===== src/rtl/cdb_writeback_arbiter_if.sv =====
`default_nettype none
// ============================================================================
// Module      : cdb_writeback_arbiter_if
// Description : Bundle of execution-unit completion ports and the common data
//               bus (CDB) broadcast driven by cdb_writeback_arbiter.
//   unit_valid  [NUM_UNITS]         unit i presents a completed result
//   unit_tag    [NUM_UNITS*TAG_W]   packed tags, unit i at [i*TAG_W +: TAG_W]
//   unit_data   [NUM_UNITS*DATA_W]  packed data, unit i at [i*DATA_W +: DATA_W]
//   unit_ready  [NUM_UNITS]         unit i's holding FIFO can accept
//   flush                           synchronous pipeline flush
//   cdb_stall                       CDB consumers cannot take a broadcast
//   cdb_valid / cdb_tag / cdb_data / cdb_src   registered broadcast
//   master modport : the arbiter; slave modport : units and CDB consumers
// Revision    : 1.0 - initial release
// ============================================================================
interface cdb_writeback_arbiter_if #(
    parameter int NUM_UNITS = 4,
    parameter int TAG_W     = 6,
    parameter int DATA_W    = 32
);
    localparam int c_src_w = (NUM_UNITS > 1) ? $clog2(NUM_UNITS) : 1;

    logic [NUM_UNITS-1:0]        unit_valid;
    logic [NUM_UNITS*TAG_W-1:0]  unit_tag;
    logic [NUM_UNITS*DATA_W-1:0] unit_data;
    logic [NUM_UNITS-1:0]        unit_ready;
    logic                        flush;
    logic                        cdb_stall;
    logic                        cdb_valid;
    logic [TAG_W-1:0]            cdb_tag;
    logic [DATA_W-1:0]           cdb_data;
    logic [c_src_w-1:0]          cdb_src;

    modport master (
        input  unit_valid, unit_tag, unit_data, flush, cdb_stall,
        output unit_ready, cdb_valid, cdb_tag, cdb_data, cdb_src
    );

    modport slave (
        output unit_valid, unit_tag, unit_data, flush, cdb_stall,
        input  unit_ready, cdb_valid, cdb_tag, cdb_data, cdb_src
    );
endinterface
`default_nettype wire


===== src/rtl/cdb_writeback_arbiter.sv =====
`default_nettype none
// ============================================================================
// Module      : cdb_writeback_arbiter
// Description : Captures each execution unit's completed result (tag + data)
//               in a per-unit holding FIFO and broadcasts one result per cycle
//               on the CDB, choosing among non-empty FIFOs by round-robin.
//               Back-pressures units through unit_ready when a FIFO is full.
// Ports       : clk   - clock, rising edge
//               rst_b - asynchronous active-low reset
//               bus   - cdb_writeback_arbiter_if.master (unit inputs, ready,
//                       flush, cdb_stall, registered CDB broadcast)
// Revision    : 1.0 - initial release
// ============================================================================
module cdb_writeback_arbiter #(
    parameter int NUM_UNITS  = 4,
    parameter int TAG_W      = 6,
    parameter int DATA_W     = 32,
    parameter int FIFO_DEPTH = 2
) (
    input  wire logic               clk,
    input  wire logic               rst_b,
    cdb_writeback_arbiter_if.master bus
);
    localparam int c_src_w = (NUM_UNITS > 1) ? $clog2(NUM_UNITS) : 1;
    localparam int c_ptr_w = $clog2(FIFO_DEPTH);
    localparam int c_cnt_w = $clog2(FIFO_DEPTH) + 1;
    localparam int c_ent_w = TAG_W + DATA_W;

    // ---------------------------------------------------------------- state
    logic [c_ent_w-1:0] mem_q    [NUM_UNITS][FIFO_DEPTH];
    logic [c_ent_w-1:0] mem_d    [NUM_UNITS][FIFO_DEPTH];
    logic [c_ptr_w-1:0] wr_ptr_q [NUM_UNITS];
    logic [c_ptr_w-1:0] wr_ptr_d [NUM_UNITS];
    logic [c_ptr_w-1:0] rd_ptr_q [NUM_UNITS];
    logic [c_ptr_w-1:0] rd_ptr_d [NUM_UNITS];
    logic [c_cnt_w-1:0] count_q  [NUM_UNITS];
    logic [c_cnt_w-1:0] count_d  [NUM_UNITS];
    logic [c_src_w-1:0] rr_ptr_q, rr_ptr_d;
    logic               cdb_valid_q, cdb_valid_d;
    logic [TAG_W-1:0]   cdb_tag_q, cdb_tag_d;
    logic [DATA_W-1:0]  cdb_data_q, cdb_data_d;
    logic [c_src_w-1:0] cdb_src_q, cdb_src_d;

    // ---------------------------------------------------------- comb wires
    logic [NUM_UNITS-1:0] w_req;
    logic [NUM_UNITS-1:0] w_ready;
    logic [NUM_UNITS-1:0] w_push;
    logic [NUM_UNITS-1:0] w_pop;
    logic                 w_found;
    logic [c_src_w-1:0]   w_winner;
    logic [c_src_w-1:0]   w_rr_next;
    logic [c_ent_w-1:0]   w_head;

    // Wrap an index in [0, 2*NUM_UNITS) back into [0, NUM_UNITS).
    function automatic int wrap_idx(input int a);
        return (a >= NUM_UNITS) ? (a - NUM_UNITS) : a;
    endfunction

    // Readiness is taken from the registered count only, so a full FIFO
    // refuses a push even on a cycle where it is also being popped.
    for (genvar gi = 0; gi < NUM_UNITS; gi++) begin : g_unit
        assign w_req[gi]   = (count_q[gi] != '0);
        assign w_ready[gi] = (count_q[gi] < c_cnt_w'(FIFO_DEPTH));
        assign w_push[gi]  = bus.unit_valid[gi] & w_ready[gi] & ~bus.flush;
        assign w_pop[gi]   = w_found & ~bus.cdb_stall & ~bus.flush
                           & (w_winner == c_src_w'(gi));
    end

    assign bus.unit_ready = w_ready;

    // Round-robin search starting at rr_ptr, using FIFO state before this
    // edge's pushes (a result never writes through in the same cycle).
    always_comb begin
        w_found  = 1'b0;
        w_winner = '0;
        for (int k = 0; k < NUM_UNITS; k++) begin
            if (!w_found && w_req[wrap_idx(int'(rr_ptr_q) + k)]) begin
                w_found  = 1'b1;
                w_winner = c_src_w'(wrap_idx(int'(rr_ptr_q) + k));
            end
        end
    end

    assign w_rr_next = (w_winner == c_src_w'(NUM_UNITS - 1)) ? '0
                                                              : w_winner + c_src_w'(1);
    assign w_head    = mem_q[w_winner][rd_ptr_q[w_winner]];

    // ------------------------------------------------------ next-state logic
    always_comb begin
        mem_d       = mem_q;
        wr_ptr_d    = wr_ptr_q;
        rd_ptr_d    = rd_ptr_q;
        count_d     = count_q;
        rr_ptr_d    = rr_ptr_q;
        cdb_valid_d = 1'b0;
        cdb_tag_d   = cdb_tag_q;
        cdb_data_d  = cdb_data_q;
        cdb_src_d   = cdb_src_q;

        if (bus.flush) begin
            // Drop everything queued and any same-cycle push; the last
            // broadcast payload is left on the bus.
            for (int i = 0; i < NUM_UNITS; i++) begin
                wr_ptr_d[i] = '0;
                rd_ptr_d[i] = '0;
                count_d[i]  = '0;
            end
            rr_ptr_d = '0;
        end else begin
            for (int i = 0; i < NUM_UNITS; i++) begin
                if (w_push[i]) begin
                    mem_d[i][wr_ptr_q[i]] = {bus.unit_tag[i*TAG_W +: TAG_W],
                                             bus.unit_data[i*DATA_W +: DATA_W]};
                    wr_ptr_d[i] = wr_ptr_q[i] + c_ptr_w'(1);
                end
                if (w_pop[i]) begin
                    rd_ptr_d[i] = rd_ptr_q[i] + c_ptr_w'(1);
                end
                if (w_push[i] && !w_pop[i]) begin
                    count_d[i] = count_q[i] + c_cnt_w'(1);
                end else if (!w_push[i] && w_pop[i]) begin
                    count_d[i] = count_q[i] - c_cnt_w'(1);
                end
            end

            if (!bus.cdb_stall && w_found) begin
                cdb_valid_d = 1'b1;
                cdb_tag_d   = w_head[c_ent_w-1 -: TAG_W];
                cdb_data_d  = w_head[DATA_W-1:0];
                cdb_src_d   = w_winner;
                rr_ptr_d    = w_rr_next;
            end
        end
    end

    // ------------------------------------------------------------ registers
    always_ff @(posedge clk or negedge rst_b) begin
        if (!rst_b) begin
            for (int i = 0; i < NUM_UNITS; i++) begin
                for (int j = 0; j < FIFO_DEPTH; j++) begin
                    mem_q[i][j] <= '0;
                end
                wr_ptr_q[i] <= '0;
                rd_ptr_q[i] <= '0;
                count_q[i]  <= '0;
            end
            rr_ptr_q    <= '0;
            cdb_valid_q <= 1'b0;
            cdb_tag_q   <= '0;
            cdb_data_q  <= '0;
            cdb_src_q   <= '0;
        end else begin
            mem_q       <= mem_d;
            wr_ptr_q    <= wr_ptr_d;
            rd_ptr_q    <= rd_ptr_d;
            count_q     <= count_d;
            rr_ptr_q    <= rr_ptr_d;
            cdb_valid_q <= cdb_valid_d;
            cdb_tag_q   <= cdb_tag_d;
            cdb_data_q  <= cdb_data_d;
            cdb_src_q   <= cdb_src_d;
        end
    end

    assign bus.cdb_valid = cdb_valid_q;
    assign bus.cdb_tag   = cdb_tag_q;
    assign bus.cdb_data  = cdb_data_q;
    assign bus.cdb_src   = cdb_src_q;
endmodule
`default_nettype wire

===== src/flat_wrapper.sv =====
// flat-port wrapper written by rule: the top's interface ports become plain ports
module cdb_writeback_arbiter_flat 
#(
    parameter int NUM_UNITS  = 4,
    parameter int TAG_W      = 6,
    parameter int DATA_W     = 32,
    parameter int FIFO_DEPTH = 2
)
  (clk, rst_b, bus_unit_valid, bus_unit_tag, bus_unit_data, bus_flush, bus_cdb_stall, bus_unit_ready, bus_cdb_valid, bus_cdb_tag, bus_cdb_data, bus_cdb_src);
  cdb_writeback_arbiter_if #(.NUM_UNITS(NUM_UNITS), .TAG_W(TAG_W), .DATA_W(DATA_W)) bus_i ();
  input  wire logic clk;
  input  wire logic rst_b;
  input wire logic [$bits(bus_i.unit_valid)-1:0] bus_unit_valid;
  input wire logic [$bits(bus_i.unit_tag)-1:0] bus_unit_tag;
  input wire logic [$bits(bus_i.unit_data)-1:0] bus_unit_data;
  input wire logic [$bits(bus_i.flush)-1:0] bus_flush;
  input wire logic [$bits(bus_i.cdb_stall)-1:0] bus_cdb_stall;
  output wire logic [$bits(bus_i.unit_ready)-1:0] bus_unit_ready;
  output wire logic [$bits(bus_i.cdb_valid)-1:0] bus_cdb_valid;
  output wire logic [$bits(bus_i.cdb_tag)-1:0] bus_cdb_tag;
  output wire logic [$bits(bus_i.cdb_data)-1:0] bus_cdb_data;
  output wire logic [$bits(bus_i.cdb_src)-1:0] bus_cdb_src;
  assign bus_i.unit_valid = bus_unit_valid;
  assign bus_i.unit_tag = bus_unit_tag;
  assign bus_i.unit_data = bus_unit_data;
  assign bus_i.flush = bus_flush;
  assign bus_i.cdb_stall = bus_cdb_stall;
  assign bus_unit_ready = bus_i.unit_ready;
  assign bus_cdb_valid = bus_i.cdb_valid;
  assign bus_cdb_tag = bus_i.cdb_tag;
  assign bus_cdb_data = bus_i.cdb_data;
  assign bus_cdb_src = bus_i.cdb_src;
  cdb_writeback_arbiter #(.NUM_UNITS(NUM_UNITS), .TAG_W(TAG_W), .DATA_W(DATA_W), .FIFO_DEPTH(FIFO_DEPTH)) u_core (.clk(clk), .rst_b(rst_b), .bus(bus_i));
endmodule

===== config.mk =====
export PLATFORM = sky130hd
export DESIGN_NAME = cdb_writeback_arbiter_flat
export DESIGN_NICKNAME = d
export VERILOG_FILES = /design/src/rtl/cdb_writeback_arbiter_if.sv /design/src/rtl/cdb_writeback_arbiter.sv /design/src/flat_wrapper.sv
export SDC_FILE = /design/constraint.sdc
export NUM_CORES = 1
export LEC_CHECK = 0
export CAP_MARGIN = 0
export CORE_ASPECT_RATIO = 2
export CORE_UTILIZATION = 47
export CTS_BUF_LIST = sky130_fd_sc_hd__clkbuf_16
export DETAILED_ROUTE_END_ITERATION = 10
export PLACE_DENSITY_LB_ADDON = 0.12
export SLEW_MARGIN = 0
export SYNTH_ARGS = -nofsm -noshare
export SYNTH_HDL_FRONTEND = slang
export SYNTH_SLANG_ARGS = --single-unit

===== constraint.sdc =====
create_clock -name clk -period 4.5 [get_ports clk]
set_clock_uncertainty 0.05 [all_clocks]
set_input_delay 0.45 -clock clk [delete_from_list [all_inputs] [get_ports clk]]
set_output_delay 0.45 -clock clk [all_outputs]
set_load 0.03 [all_outputs]

### Where the registers sit

Other sequential cells in the stronger gray, the rest of the logic in the fainter gray.
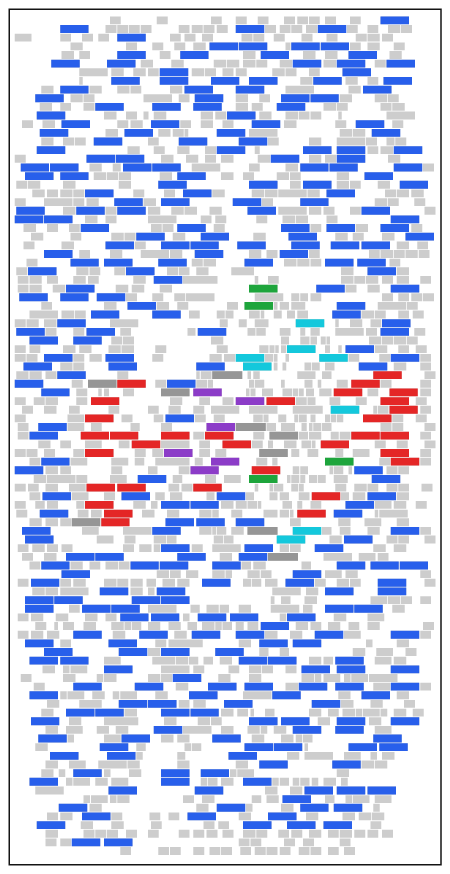
u_core.wr_ptr_q: shown in green, flops 4, where center. u_core.mem_q: shown in blue, flops 304, where widely spread. u_core.bus.cdb_tag: shown in purple, flops 6, where center. u_core.bus.cdb_data: shown in red, flops 32, where a horizontal strip, middle. u_core.count_q: shown in cyan, flops 8.

### Ports around the boundary

Pins as bars across the die edge, other pins in gray.
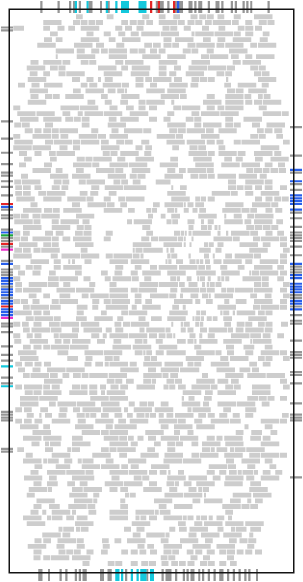
bus_unit_tag: shown in cyan, pins 24, direction input, edge 12 north, 10 south, 2 west. bus_cdb_tag: shown in red, pins 6, direction output, edge 3 west, 3 north. bus_cdb_valid: shown in green, pins 1, direction output, edge west. bus_cdb_src: shown in magenta, pins 2, direction output, edge west. bus_cdb_data: shown in blue, pins 32, direction output, edge 17 east, 14 west, 1 north.
die width: 135 um
number of port buffers: 204

### Routing congestion

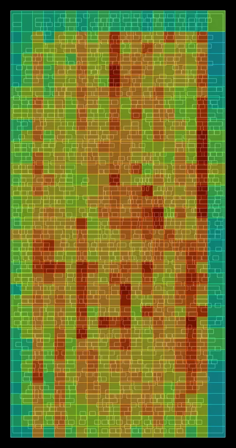
All-Layer GR Usage: 25.5%
global-route track usage on met1: 28.1%

==> results.yml <==
# implementation run metrics
setup_path:
  r2r_slack_ns: 1.23
  arrival_ns: 3.67
  start_kind: "register"
  r2r_start: "u_core.count_q[4]"
  startpoint: "u_core.count_q[4]"
drt:
  drc: 0
  first_iter_violations: 502
  antenna_left: 0
  routed_wl_um: 44600
final_layout:
  design_area_um2: 20300
  nFillCells: 2893
synthesis:
  ff_type: "dfrtp_1"
  synthAoiAreaFrac_pct: 9.34
  synthesis.nets: 1325
  yosysWarnings: 0
  mux_area_share_pct: 29.8
  ys_sh_simple_pct: 2.83
pwr:
  p_leak_nw: 8.14
global_routing:
  antenna_found_initial: 1
place:
  placed_area_um2: 19100
clock_tree:
  cts-htree-levels: 2
  cts.sinks: 363
  post-cts-setup-buffer-count: 0
run:
  cap_violations: 0
final_timing:
  finalHoldViolations: 5
  whs_ns: -0.0305
run_status:
  outcome: "finished with violations"
  violations: "hold timing"
floorplan:
  die-area_um2: 36300
### Signal wires on met4

Cells faint in the background.
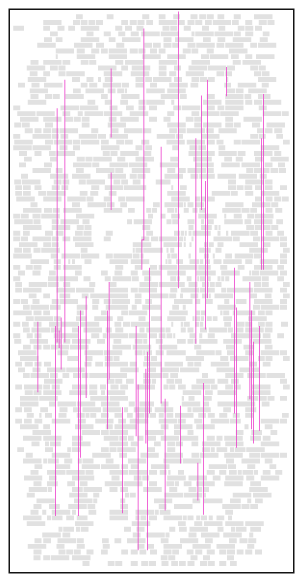
The layer holds 5.6% of the routed length. The wires run mostly vertical. The layer carries 2500 um of wire. The longest straight run is 132 um. 33 nets have wire on it.

### Routed clock nets over the placement

Scale bar: 50 um.
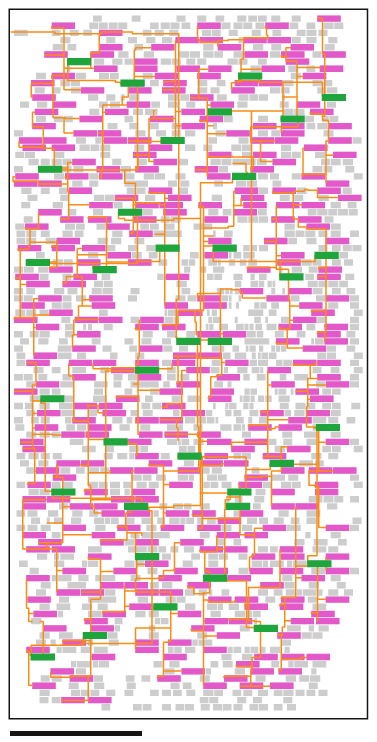
clock wires: shown in orange, length 4620 um. flip-flops: shown in magenta, count 363. cells driving clock nets: shown in green, count 35.
There are 36 routed clock nets.
clk latency late pin: 0.53 ns
clock network power share: 19.5%
Clock group: 3.00 mW

[Yosys cell counts (2+ instances only)]
| library cell | count |
|---|---|
| a221oi_2 | 20 |
| nor2_1 | 12 |
| a2111oi_2 | 20 |
| o311ai_0 | 2 |
| buf_4 | 7 |
| buf_2 | 38 |
| nand2_1 | 8 |
| mux2i_1 | 154 |
| o31ai_1 | 2 |
| o21bai_1 | 2 |
| dfrtp_1 | 363 |
| nor3b_1 | 4 |
| clkbuf_2 | 2 |
| buf_12 | 2 |
| nand2b_1 | 2 |
| buf_6 | 2 |
| nor3_1 | 9 |
| xor2_1 | 7 |
| mux2_2 | 304 |
| a221oi_1 | 18 |
| clkbuf_1 | 41 |
| o21a_1 | 2 |
| a211oi_1 | 2 |
| inv_1 | 6 |
| a21o_1 | 2 |
| o41ai_1 | 2 |
| a221o_1 | 38 |
| a2111oi_0 | 21 |
| a21oi_1 | 7 |
| o21ai_0 | 6 |
| xnor2_1 | 3 |
| nor2b_1 | 39 |
[registers in the layout (all words and copies together) (netlist names)]
register,cells
u_core.mem_q,304
u_core.bus.cdb_data,32
u_core.count_q,8
u_core.bus.cdb_tag,6
u_core.rd_ptr_q,4
u_core.wr_ptr_q,4
u_core.bus.cdb_src,2
u_core.rr_ptr_q,2
u_core.bus.cdb_valid,1
[through the flow]
step	utilization [%]	cells
after floorplan	-	1164
after global routing	57.9	1807
final	58.0	1808
after CTS	57.9	1807
after global placement	54.7	1747
after detailed placement	54.7	1747
[power by group]
part | internal, mW | switching [mW] | total (mW)
Combinational | 2.97 | 3.56 | 6.53
Clock | 1.72 | 1.28 | 3.00
Sequential | 4.75 | 1.06 | 5.81
[worst max path at each step]
stage	endpoint	slack, ns	cells after the start
floorplan	u_core.mem_q[17]	2.36	6
global placement	u_core.bus.cdb_data[7]	1.20	6
detailed placement	u_core.bus.cdb_data[7]	1.17	6
CTS	u_core.bus.cdb_data[7]	1.15	6
global route	u_core.bus.cdb_data[7]	1.24	6
finish	u_core.bus.cdb_data[7]	1.23	6
[layout make-up]
| type | count | area [um^2] | share of cell area [%] |
|---|---|---|---|
| diodes | 1 | 2.50 | 0.0124 |
| clock buffers | 37 | 926 | 4.57 |
| clock inverters | 23 | 216 | 1.07 |
| inverters | 8 | 32.5 | 0.161 |
| multi-input cells | 700 | 7150 | 35.3 |
| flip-flops and latches | 363 | 9090 | 44.9 |
| well taps | 445 | 557 | 2.75 |
| repair buffers | 231 | 2290 | 11.3 |
[worst register-to-register path, stage by stage, from the launching register on]
cell       delay, ns
dfrtp_1         0.43
or2_4           0.29
o311ai_4        0.33
buf_4           0.56
a221oi_1        0.29
a2111oi_0       1.03
a221o_1         0.21
[logic make-up (layout without fill, tap and decap cells)]
logic type,after synthesis,after routing
flip-flops,363,363
XOR/XNOR,10,10
AND/OR/NAND/NOR,82,82
buffers and inverters,101,299
multiplexers,458,458
AND-OR/OR-AND,149,149
other,0,1
adder cells (fa/ha/maj),1,1
[routing by layer]
layer  vias up  global-route usage, %  share of wire [%]
met4         0                   13.8                5.6
met2       272                   46.3                 54
met3        88                   4.14                4.2
met1      5431                   28.1                 36
li1       4708                      -                  -
met5         -                      0                  0
No activity file was given, so power comes from the tool's default toggle rates.
